## config.mk

```make
export PLATFORM = sky130hd
export DESIGN_NAME = load_store_unit
export DESIGN_NICKNAME = d
export VERILOG_FILES = /design/src/rtl/load_store_unit.sv
export SDC_FILE = /design/constraint.sdc
export NUM_CORES = 1
export LEC_CHECK = 0
export ABC_AREA = 1
export CORE_ASPECT_RATIO = 0.6
export CORE_MARGIN = 2
export CORE_UTILIZATION = 25
export CTS_CLUSTER_DIAMETER = 200
export DETAILED_ROUTE_END_ITERATION = 7
export PLACE_DENSITY_LB_ADDON = 0.12
export SYNTH_ARGS = -nofsm -noshare
export SYNTH_HDL_FRONTEND = slang
export SYNTH_SLANG_ARGS = --single-unit
```

## constraint.sdc

```tcl
create_clock -name clk -period 0.9 [get_ports clk]
set_input_delay 0.225 -clock clk [delete_from_list [all_inputs] [get_ports clk]]
set_output_delay 0.225 -clock clk [all_outputs]
set_load 0.05 [all_outputs]
```

## src/rtl/load_store_unit.sv

```systemverilog
// load_store_unit: sits between execute and data memory. Aligned accesses
// pass straight through; misaligned accesses are either split into byte
// accesses (LSU_MISALIGN_SPLIT_EN defined) or rejected with a fault
// response (LSU_MISALIGN_SPLIT_EN undefined, the default build).
module load_store_unit (
    input  logic        clk,
    input  logic        rst_n,
    input  logic        req_valid,
    output logic        req_ready,
    input  logic        req_write,
    input  logic        req_unsigned,
    input  logic [2:0]  req_size,
    input  logic [31:0] req_addr,
    input  logic [31:0] req_wdata,
    output logic        resp_valid,
    output logic        resp_fault,
    output logic [31:0] resp_rdata,
    output logic        mem_write,
    output logic        mem_read,
    output logic        mem_unsigned,
    output logic [2:0]  mem_size,
    output logic [31:0] mem_addr,
    output logic [31:0] mem_wdata,
    input  logic [31:0] mem_rdata
);

    logic        misaligned;
    logic        accept;
    logic        load_pend_reg;   // aligned load waiting for mem_rdata
    logic        resp_valid_reg;
    logic [31:0] resp_rdata_reg;

    // Sizes other than 1 and 2 behave as a word
    always_comb begin
        case (req_size)
            3'd1:    misaligned = 1'b0;
            3'd2:    misaligned = req_addr[0];
            default: misaligned = |req_addr[1:0];
        endcase
    end

    assign accept     = req_valid && req_ready;
    assign resp_valid = resp_valid_reg;
    assign resp_rdata = resp_rdata_reg;

`ifdef LSU_MISALIGN_SPLIT_EN
    localparam logic [0:0] ST_IDLE  = 1'b0;
    localparam logic [0:0] ST_SPLIT = 1'b1;

    logic [0:0]  state_reg;
    logic [2:0]  cnt_reg;         // next byte index to issue (N = wait slot)
    logic [2:0]  n_reg;           // bytes in the split access (2 or 4)
    logic [2:0]  cnt_prev;
    logic [31:0] base_reg;
    logic [31:0] wdata_reg;
    logic [31:0] data_reg;        // load bytes captured so far
    logic [31:0] asm_data;
    logic [31:0] ext_data;
    logic        uns_reg;
    logic        write_reg;

    assign req_ready  = rst_n && (state_reg == ST_IDLE);
    assign resp_fault = 1'b0;
    assign cnt_prev   = cnt_reg - 3'd1;

    // Memory port: byte stream while splitting, byte 0 on a misaligned
    // request, otherwise a straight pass-through of the request
    always_comb begin
        mem_write    = 1'b0;
        mem_read     = 1'b0;
        mem_unsigned = 1'b0;
        mem_size     = 3'd0;
        mem_addr     = 32'd0;
        mem_wdata    = 32'd0;
        if (rst_n) begin
            if (state_reg == ST_SPLIT) begin
                // a load spends one extra slot (cnt == N) waiting for the last byte
                if (cnt_reg < n_reg) begin
                    mem_write = write_reg;
                    mem_read  = !write_reg;
                end
                mem_unsigned = 1'b1;
                mem_size     = 3'd1;
                mem_addr     = base_reg + {29'd0, cnt_reg};
                mem_wdata    = {24'd0, wdata_reg[{cnt_reg[1:0], 3'b000} +: 8]};
            end else if (misaligned) begin
                mem_write    = req_valid && req_write;
                mem_read     = req_valid && !req_write;
                mem_unsigned = 1'b1;
                mem_size     = 3'd1;
                mem_addr     = req_addr;
                mem_wdata    = {24'd0, req_wdata[7:0]};
            end else begin
                mem_write    = req_valid && req_write;
                mem_read     = req_valid && !req_write;
                mem_unsigned = req_unsigned;
                mem_size     = req_size;
                mem_addr     = req_addr;
                mem_wdata    = req_wdata;
            end
        end
    end

    // Merge the byte arriving now with earlier ones, then extend a halfword
    always_comb begin
        asm_data = data_reg;
        asm_data[{cnt_prev[1:0], 3'b000} +: 8] = mem_rdata[7:0];
        if (n_reg == 3'd2)
            ext_data = uns_reg ? {16'd0, asm_data[15:0]}
                               : {{16{asm_data[15]}}, asm_data[15:0]};
        else
            ext_data = asm_data;
    end

    // Control FSM, byte capture and response generation
    always_ff @(posedge clk or negedge rst_n) begin
        if (!rst_n) begin
            state_reg      <= ST_IDLE;
            cnt_reg        <= 3'd0;
            n_reg          <= 3'd0;
            base_reg       <= 32'd0;
            wdata_reg      <= 32'd0;
            data_reg       <= 32'd0;
            uns_reg        <= 1'b0;
            write_reg      <= 1'b0;
            load_pend_reg  <= 1'b0;
            resp_valid_reg <= 1'b0;
            resp_rdata_reg <= 32'd0;
        end else begin
            // A store accepted the cycle after an aligned load shares its pulse
            resp_valid_reg <= load_pend_reg;
            resp_rdata_reg <= load_pend_reg ? mem_rdata : 32'd0;
            load_pend_reg  <= 1'b0;
            if (state_reg == ST_IDLE) begin
                if (accept) begin
                    if (misaligned) begin
                        state_reg <= ST_SPLIT;
                        cnt_reg   <= 3'd1;
                        n_reg     <= (req_size == 3'd2) ? 3'd2 : 3'd4;
                        base_reg  <= req_addr;
                        wdata_reg <= req_wdata;
                        data_reg  <= 32'd0;
                        uns_reg   <= req_unsigned;
                        write_reg <= req_write;
                    end else if (req_write) begin
                        resp_valid_reg <= 1'b1;
                    end else begin
                        load_pend_reg <= 1'b1;
                    end
                end
            end else begin
                cnt_reg <= cnt_reg + 3'd1;
                if (!write_reg)
                    data_reg[{cnt_prev[1:0], 3'b000} +: 8] <= mem_rdata[7:0];
                if (write_reg && (cnt_reg == n_reg - 3'd1)) begin
                    state_reg      <= ST_IDLE;
                    resp_valid_reg <= 1'b1;
                end
                if (!write_reg && (cnt_reg == n_reg)) begin
                    state_reg      <= ST_IDLE;
                    resp_valid_reg <= 1'b1;
                    resp_rdata_reg <= ext_data;
                end
            end
        end
    end
`else
    logic resp_fault_reg;

    assign req_ready  = rst_n;
    assign resp_fault = resp_fault_reg;

    // Pass-through; misaligned requests never reach memory
    always_comb begin
        mem_write    = 1'b0;
        mem_read     = 1'b0;
        mem_unsigned = 1'b0;
        mem_size     = 3'd0;
        mem_addr     = 32'd0;
        mem_wdata    = 32'd0;
        if (rst_n) begin
            mem_write    = req_valid && req_write && !misaligned;
            mem_read     = req_valid && !req_write && !misaligned;
            mem_unsigned = req_unsigned;
            mem_size     = req_size;
            mem_addr     = req_addr;
            mem_wdata    = req_wdata;
        end
    end

    // Response generation: immediate for stores and faults, delayed for loads
    always_ff @(posedge clk or negedge rst_n) begin
        if (!rst_n) begin
            load_pend_reg  <= 1'b0;
            resp_valid_reg <= 1'b0;
            resp_fault_reg <= 1'b0;
            resp_rdata_reg <= 32'd0;
        end else begin
            resp_valid_reg <= load_pend_reg;
            resp_rdata_reg <= load_pend_reg ? mem_rdata : 32'd0;
            resp_fault_reg <= 1'b0;
            load_pend_reg  <= 1'b0;
            if (accept) begin
                if (misaligned) begin
                    resp_valid_reg <= 1'b1;
                    resp_fault_reg <= 1'b1;
                end else if (req_write) begin
                    resp_valid_reg <= 1'b1;
                end else begin
                    load_pend_reg <= 1'b1;
                end
            end
        end
    end
`endif

endmodule

```

**Clock nets**

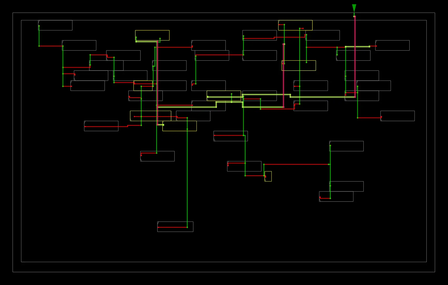
TritonCTS Buffers: 5
clk_skew: 0.00516 ns
clock sink count: 35
Latency at later pin: 0.29 ns
Clk. pwr: 2100 uW

**Cell classes on the final placement**

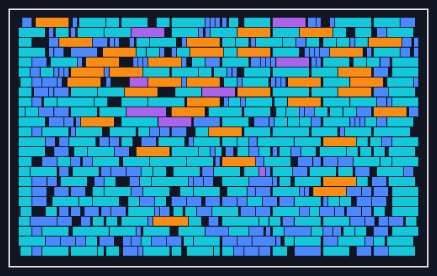
combinational and other logic: in blue, cells 225. sequential cells: in orange, cells 35. remaining buffers and delay cells: in cyan, cells 245. clock drivers and dummy loads: in purple, cells 8.

==> impl_metrics.py <==
# Synthesis and PnR figures
metrics = {
    "logic_synthesis": {
        "yosysWarnings": 0,
        "yosys.area_share.aoi_pct": 0,
        "avgSynthCellArea_sq_um": 6.65,
        "mux_area_share_pct": 0,
        "yosys_cells": 273,
        "synth_cells": 273,
        "synth_seq_share_pct": 48.2,
        "yosys.area_share.xor_xnor_pct": 0,
        "most_common_cell": "nand2_1",
        "syn_area_sq_um": 1820,
        "ys_sh_adder_pct": 0,
        "ys_area_sq_um": 1820,
        "edf_count": 0,
        "fp_nets": 377,
        "synthTopCellsByCount": "nand2_1, inv_1, dfrtp_1",
        "synth-main-ff-cell": "dfrtp_1",
        "top_cells_by_area": "dfrtp_1, nand2_1, inv_1",
        "ys.flops": 35,
        "ys_sh_simple_pct": 25.0,
        "async_reset_ff_share_pct": 100,
        "top_area_cell": "dfrtp_1",
    },
    "critical_path": {
        "path_class": "in -> out",
        "required_ns": 0.67,
        "crit_buf_inv": 2,
        "r2r-end": "resp_rdata[14]",
        "regToRegSetupSlack_ns": -0.08,
        "slowest_delay_ns": 0.25,
        "reg2reg_from": "load_pend_reg",
        "startpoint": "req_addr[1]",
        "end_kind": "output pin",
        "cp.depth": 6,
        "reg2reg_depth": 3,
        "slowest_stage": "or2_4",
        "critical-path-top-delay-family": "simple AND/OR/NAND/NOR gates",
        "start_kind": "primary input",
        "crit_fanout": 3,
        "crit_path_end": "mem_read",
    },
    "detailed_routing": {
        "wl_met1_mm": 4.09,
        "via_per_inst": 4.51,
        "drc": 0,
        "route.top_layer_used": "met4",
        "drtPass1Iterations": 4,
        "dr_wl_met3_um": 972,
        "drtIter0Drc": 83,
    },
    "job": {
        "maxCapViolCount": 0,
        "warnings": 30,
    },
    "floorplan": {
        "die_x_um": 114,
        "core_area_sq_um": 7150,
        "dieArea_sq_um": 7990,
        "tap_cells": 91,
        "die_y_um": 70.0,
    },
    "place": {
        "dp_cells": 574,
        "dpl_cell_area_sq_um": 5590,
        "port_buffers": 208,
        "dp_hpwl_mm": 6.91,
        "gp_congestion": 0.821,
        "dp_worst_setup_slack_ns": -0.754,
    },
    "clocking": {
        "clkTransAtPathRegs_ns": 0.06,
        "hold_buffers": 3,
        "clockRootBuffer": "clkbuf_16",
        "cts_tree": "built",
        "post_cts_resized": 204,
        "h-tree-depth": 2,
    },
    "timing": {
        "fin_crit_sh_pct": 136,
        "setup_viol": 116,
        "rsz0062_at_grt": "yes",
        "slew_viol_final": 0,
        "fin_crit_ns": 1.23,
        "tightest_slew_ns": 0.619,
        "slew_headroom_pct": 58.7,
        "finalSetupTns_ns": -17.41,
        "final_hold_viol_count": 0,
        "hold_ws_ns": 0.230,
        "layout_setup_ws_ns": -0.328,
        "max_freq_ghz": 0.814,
    },
    "power": {
        "seq_power_share_pct": 23.9,
        "top_power_group": "combinational cells",
        "switching_share_pct": 34.4,
        "internal_power_uw": 4500,
        "powerDensity_nw_per_um2": 1030,
        "p_sw_uw": 2350,
    },
    "finish": {
        "multiInputGateArea_sq_um": 1090,
        "lay_top_cells": "buf_12, nand2_4, clkinvlp_4, dlygate4sd2_1, nand2_1",
        "clock_area_share_pct": 2.62,
        "num-multi-input-gates": 118,
        "finalNonFillerCells": 605,
        "comb-cell-share_pct": 16.4,
        "n_fill_cell": 227,
        "largest_reg_flops": 32,
        "syn2layout_area_growth_pct": 265,
        "mostFrequentLayoutCell": "buf_12",
        "register_area_sq_um": 877,
        "seq_share_pct": 13.2,
        "diodes": 1,
        "drive_gt1_share_pct": 60.0,
        "buf_share_pct": 56.2,
        "dominant_cells": "buffers",
        "layout.nets": 616,
        "final_area_sq_um": 6640,
        "nonClockBufferCount": 245,
    },
    "global_route": {
        "grt.met2_usage_pct": 53.2,
        "grt_max_degree": 33,
        "grt_pass1_wl_mm": 16.8,
        "busiest_layer": "met2",
        "grt_pass1_vias": 3141,
        "use_met3_pct": 9.90,
        "gr-total-overflow": 0,
        "antenna_found_initial": 1,
        "use_met1_pct": 26.8,
    },
    "worst_hold_path": {
        "min_path_type": "in -> async",
    },
    "outcome": {
        "status": "finished with violations",
        "failed_checks": "negative setup slack",
    },
}
**Wire density map**

23 x 14 tiles, from dark blue (low) to red (high), scaled to the fullest tile. Values are wire area over tile area, all layers added.
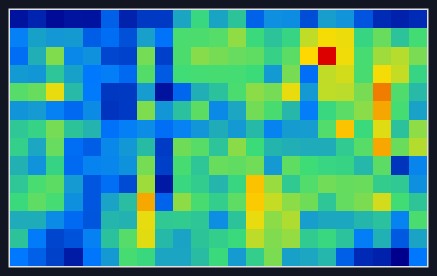
The emptiest ninth of the die: north-west. The fullest tile reaches 0.63. 0.30% of the tiles are nearly empty. The mean over all tiles is 0.26.
drt wl/cell: 20.8 um
Total Wirelength: 12.6 mm
DR vias: 2,726
GRT Total Usage: 28.2%

**Routed clock nets over the placement**

Scale bar: 20 um.
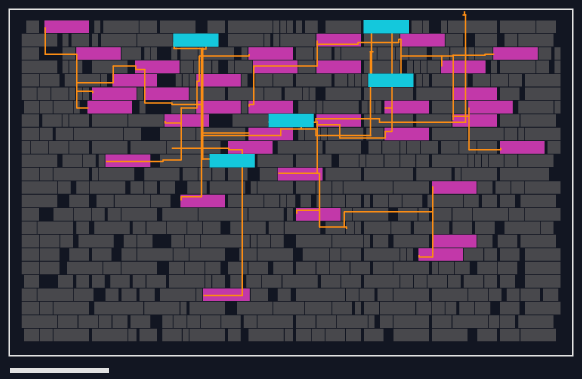
clock drivers: in cyan, count 5. clock wires: in orange, length 608 um. flip-flops: in magenta, count 35.
There are 6 routed clock nets.
clock network power share: 30.7%

No activity file was given, so power comes from the tool's default toggle rates.
